===== src/rtl/hs_src_feeder.sv =====
// Source-side feeder for the handshake synchronizer: FIFO-buffers producer words and issues one per full handshake.
// Optional watchdog built when HS_FEEDER_TIMEOUT_EN is defined.
module hs_src_feeder #(
  parameter int WIDTH   = 8,
  parameter int DEPTH   = 8,
  parameter int TIMEOUT = 1023
) (
  input  logic             sclk,
  input  logic             rst_n,
  input  logic             in_valid,
  input  logic [WIDTH-1:0] in_data,
  output logic             in_ready,
  input  logic             sidle,
  output logic             sready,
  output logic [WIDTH-1:0] din,
  output logic             busy,
  output logic [15:0]      sent_cnt,
  output logic             err
);
  localparam int AW = $clog2(DEPTH);

  typedef enum logic [1:0] {S_IDLE, S_ISSUE, S_WAIT_LOW, S_WAIT_HIGH} state_t;

  state_t                      state, state_nxt;
  logic [DEPTH-1:0][WIDTH-1:0] mem;
  logic [AW-1:0]               wr_ptr, rd_ptr;
  logic [AW:0]                 count;
  logic                        push, issue;

  assign in_ready = (count < (AW+1)'(DEPTH));
  assign push     = in_valid & in_ready;

  // state register
  always_ff @(posedge sclk or negedge rst_n) begin
    if (!rst_n) state <= S_IDLE;
    else        state <= state_nxt;
  end

  // next state
  always_comb begin
    state_nxt = state;
    case (state)
      S_IDLE:      if (issue) state_nxt = S_ISSUE;
      S_ISSUE:     state_nxt = S_WAIT_LOW;
      S_WAIT_LOW:  if (!sidle) state_nxt = S_WAIT_HIGH;
      S_WAIT_HIGH: if (sidle) state_nxt = S_IDLE;
      default:     state_nxt = S_IDLE;
    endcase
  end

  // outputs / decodes
  always_comb begin
    issue = (state == S_IDLE) && (count != '0) && sidle;
    busy  = (state != S_IDLE) || (count != '0);
  end

  // storage is not reset; reset only discards it through the pointers
  always_ff @(posedge sclk) begin
    if (push) mem[wr_ptr] <= in_data;
  end

  always_ff @(posedge sclk or negedge rst_n) begin
    if (!rst_n) begin
      wr_ptr <= '0;
      rd_ptr <= '0;
      count  <= '0;
    end else begin
      if (push)  wr_ptr <= wr_ptr + 1'b1;
      if (issue) rd_ptr <= rd_ptr + 1'b1;
      case ({push, issue})
        2'b10:   count <= count + 1'b1;
        2'b01:   count <= count - 1'b1;
        default: count <= count;
      endcase
    end
  end

  always_ff @(posedge sclk or negedge rst_n) begin
    if (!rst_n) begin
      sready   <= 1'b0;
      din      <= '0;
      sent_cnt <= '0;
    end else begin
      sready <= issue;
      if (issue) begin
        din      <= mem[rd_ptr];
        sent_cnt <= sent_cnt + 16'd1;
      end
    end
  end

`ifdef HS_FEEDER_TIMEOUT_EN
  logic [15:0] wd_cnt;
  logic        err_q;
  logic        waiting;

  assign waiting = (state == S_WAIT_LOW) || (state == S_WAIT_HIGH);

  // err rises on the edge where wd_cnt reaches TIMEOUT; transfer is never aborted
  always_ff @(posedge sclk or negedge rst_n) begin
    if (!rst_n) begin
      wd_cnt <= '0;
      err_q  <= 1'b0;
    end else begin
      if (state == S_ISSUE)
        wd_cnt <= '0;
      else if (waiting && (wd_cnt < 16'(TIMEOUT)))
        wd_cnt <= wd_cnt + 16'd1;
      if (waiting && (wd_cnt >= 16'(TIMEOUT - 1)))
        err_q <= 1'b1;
    end
  end

  assign err = err_q;
`else
  // no watchdog: constant 0
  assign err = (TIMEOUT < 0);
`endif

endmodule


===== config.mk =====
export PLATFORM = sky130hd
export DESIGN_NAME = hs_src_feeder
export DESIGN_NICKNAME = d
export VERILOG_FILES = /design/src/rtl/hs_src_feeder.sv
export SDC_FILE = /design/constraint.sdc
export NUM_CORES = 1
export LEC_CHECK = 0
export ABC_CLOCK_PERIOD_IN_PS = 3300
export CAP_MARGIN = 15
export CORE_MARGIN = 5
export CORE_UTILIZATION = 30
export CTS_CLUSTER_DIAMETER = 100
export CTS_CLUSTER_SIZE = 16
export DETAILED_ROUTE_END_ITERATION = 8
export GPL_TIMING_DRIVEN = 0
export PLACE_DENSITY = 0.54
export SLEW_MARGIN = 10
export SYNTH_ARGS = -nofsm -noshare
export SYNTH_HDL_FRONTEND = slang
export SYNTH_SLANG_ARGS = --single-unit

===== constraint.sdc =====
create_clock -name sclk -period 3.3 [get_ports sclk]
set_input_delay 0.825 -clock sclk [delete_from_list [all_inputs] [get_ports sclk]]
set_output_delay 0.825 -clock sclk [all_outputs]
set_load 0.01 [all_outputs]

Fig. 1: run 1, the metal 2 layer
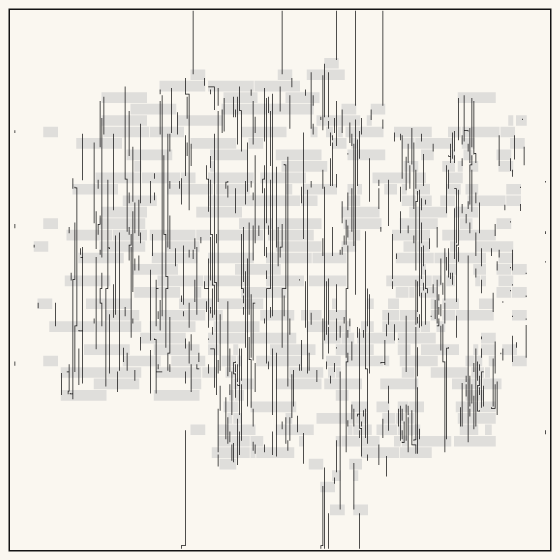
293 nets have wire on it. The layer holds 50% of the routed length. The longest straight run is 54.4 um.

Fig. 2: run 1, signal wires on met3
The bar under the picture is 50 um long.
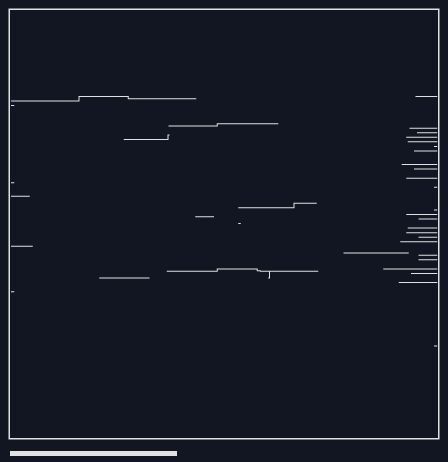
32 nets have wire on it. The layer holds 5.0% of the routed length. The longest straight run is 20.2 um.

==> impl_metrics.tcl, run 1 <==
# flow metrics
set metrics [dict create \
    path_max_fanout 12 \
    clk_latency_ps 340 \
    maxCapViolations 0 \
    cts_made_buffers 9 \
    die_w_um 128.3 \
    ys_sh_xor 0.05219 \
    ys_ff 101 \
    clk_pin_slew_ps 70 \
    switchingPower_w 0.001258 \
    wire_per_inst_um 16.08 \
    first_global_vias 2325 \
    seq_area_frac_synth 0.6788 \
    htree_levels 3 \
    num_vias 2232 \
    synthTopCellsByArea "edfxtp_1, dfrtp_1, mux4_2" \
    adder_share 0.02982 \
    combGateArea_um2 1275 \
    finalWirelength_um 7893 \
    slew_headroom 0.3820 \
    yosysWarnings 0 \
    max_freq_mhz 326.8 \
    status "completed" \
    cts_resized 1 \
    ff_type "edfxtp_1" \
]
Fig. 3: run 1, port wiring
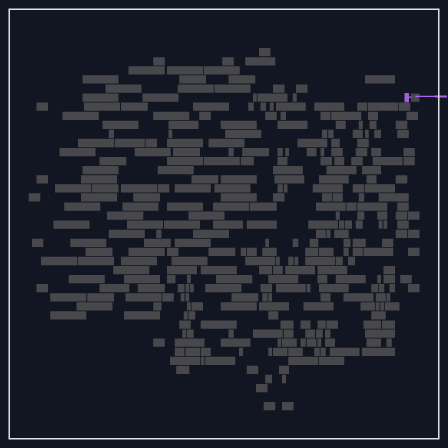
`err`: in purple, direction output, edge east, end cells 1, buffers 1, wire 7.30 um.

Fig. 4: run 1, placement view
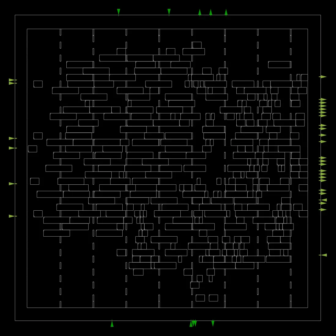
# fillers: 1339
# rows: 43
Seq Cell Count: 101
tap cell count: 180

-- run 1: final timing paths --
path,to,cells after the start
worst max-delay path,count[2],12
worst min-delay path,sent_cnt[2],1
worst max register to register,count[2],13
worst min register to register,sent_cnt[15],1
max in group asynchronous,din[1],2
min in group sclk,sent_cnt[15],1
-- run 1: power by group through the flow --
stage	Combinational, W	Sequential, W	Clock [W]
2_1_floorplan	0.000829	0.00178	0
3_3_place_gp	0.00127	0.00178	0
3_5_place_dp	0.00131	0.00180	0
4_1_cts	0.00131	0.00177	0.00102
5_1_grt	0.00143	0.00180	0.00108
6_report	0.00128	0.00176	0.000979
-- run 1: stage by stage --
| stage | hold WS [ps] | instances | setup slack (ps) | utilization |
|---|---|---|---|---|
| detailed placement | 458.6 | 475 | -438.5 | 0.3520 |
| global placement | 455.0 | 472 | -351.2 | 0.3486 |
| floorplan | 497.1 | 254 | 567.1 | - |
| CTS | 449.5 | 491 | 172.4 | 0.3719 |
| global route | 462.5 | 491 | 26.19 | 0.3721 |
| finish | 448.4 | 491 | 239.6 | 0.3721 |
-- run 1: worst max-delay path: cells and delay by family --
family                     cells  cell delay, ps
and+or+nand+nor                3             500
adders and majority gates      2             350
buffers and inverters          3            1070
AOI/OAI and AO/OA              1             140
xor gates and xnor gates       3             390
-- run 1: layer usage --
metal	part of all wire	vias to the layer above	GRT usage
met5	0	-	0
met4	0.0099	0	0.02622
met3	0.050	6	0.03750
met2	0.50	43	0.1701
met1	0.44	1132	0.1345
li1	-	1051	-
-- run 1: final cells by class --
type	count	share of cell area
Buffer	10	0.01245
Clock buffer	10	0.04468
Clock inverter	6	0.008545
Inverter	6	0.004395
Multi-Input combinational cell	137	0.2488
Sequential cell	101	0.5557
Tap cell	180	0.04395
Timing Repair Buffer	41	0.08154
Fig. 5: run 1, cell classes on the final placement
Fill, decap, tap and diode cells in gray.
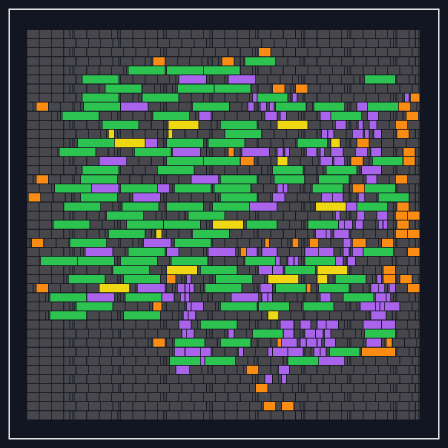

==> run 2, diff against run 1 <==
GPL_TIMING_DRIVEN = unset   (was 0)
Fig. 6: run 2, cell classes on the final placement
Fill, decap, tap and diode cells in gray.
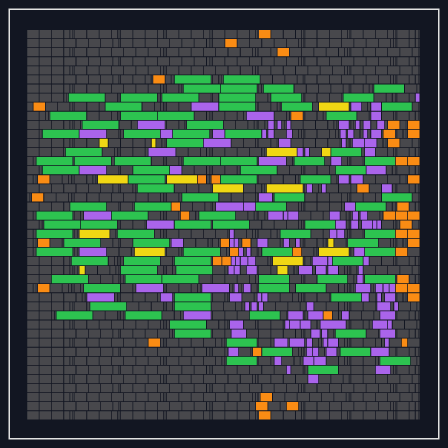
flip-flops: in green, cells 101, share of their area 58%. all other logic: in purple, cells 143, share of their area 26%. other buffers and delay cells: in orange, cells 50, share of their area 9.5%. clock drivers and dummy loads: in yellow, cells 16, share of their area 6.0%.

==> impl_metrics.tcl, run 2 <==
# flow metrics
set metrics [dict create \
    status "completed" \
    path_max_fanout 5 \
    critPathBufInv 1 \
    cts_made_buffers 9 \
    timing.rr.end "count[2]" \
    worstHoldEndpoint "sent_cnt[15]" \
    clk_pin_slew_ps 60 \
    cp_num_cells 3 \
    reg2reg_depth 11 \
    synthTopCellsByArea "edfxtp_1, dfrtp_1, mux4_2" \
    hold_depth 1 \
    num_vias 2230 \
    worstSetupEndpoint "busy" \
    die_w_um 128.3 \
    finalWirelength_um 7848 \
    busiest_layer "met2" \
    top_layer "met4" \
    grt.met3_usage 0.02875 \
    cts_resized 0 \
    htree_levels 3 \
    dr_wl_met2_um 3847 \
    ys_ff 101 \
    clk_latency_ps 330 \
]
Fig. 7: run 2, placement view
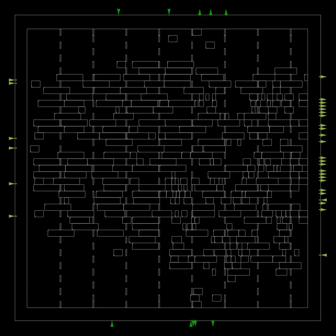
fin cells: 490
flop share of the area: 0.5563
Core ar.: 13770 um^2

-- run 2: cell counts after synthesis --
Identical to the previous run, type by type.
-- run 2: layout make-up --
| type | count | share of cell area |
|---|---|---|
| Sequential cell | 101 | 0.5563 |
| Timing Repair Buffer | 50 | 0.09093 |
| Inverter | 6 | 0.004400 |
| Clock inverter | 6 | 0.01247 |
| Clock buffer | 10 | 0.04473 |
| Tap cell | 180 | 0.04400 |
| Multi-Input combinational cell | 137 | 0.2471 |
-- run 2: stage by stage --
stage | setup WS (ps) | instance area, um^2 | power [W] | hold slack (ps) | util
CTS | 652.4 | 5119 | 0.004114 | 473.9 | 0.3716
floorplan | 567.1 | 4195 | 0.002613 | 497.1 | -
finish | 689.0 | 5119 | 0.004054 | 470.6 | 0.3716
detailed placement | 403.1 | 4826 | 0.003081 | 463.5 | 0.3504
global placement | 484.6 | 4826 | 0.003055 | 454.8 | 0.3504
global route | 577.4 | 5119 | 0.004308 | 486.5 | 0.3716
-- run 2: logic make-up (layout without fill, tap and decap cells) --
kind of cell | Yosys count | count (layout) | share of synthesized area
XOR/XNOR | 25 | 25 | 0.05219
other | 1 | 1 | 0.0008939
adder cells (fa/ha/maj) | 10 | 10 | 0.02982
multiplexers | 29 | 29 | 0.1193
AND/OR/NAND/NOR | 57 | 57 | 0.07844
buffers and inverters | 16 | 72 | 0.01968
AND-OR/OR-AND | 15 | 15 | 0.02088
flip-flops | 101 | 101 | 0.6788
-- run 2: power by group through the flow --
stage	Combinational [W]	Clock, W	Sequential (W)
after floorplan	0.000829	0	0.00178
after global routing	0.00132	0.00111	0.00188
after CTS	0.00121	0.00106	0.00185
after global placement	0.00119	0	0.00187
after detailed placement	0.00121	0	0.00187
final	0.00118	0.00103	0.00184
Power is estimated from default activity; no workload was simulated.
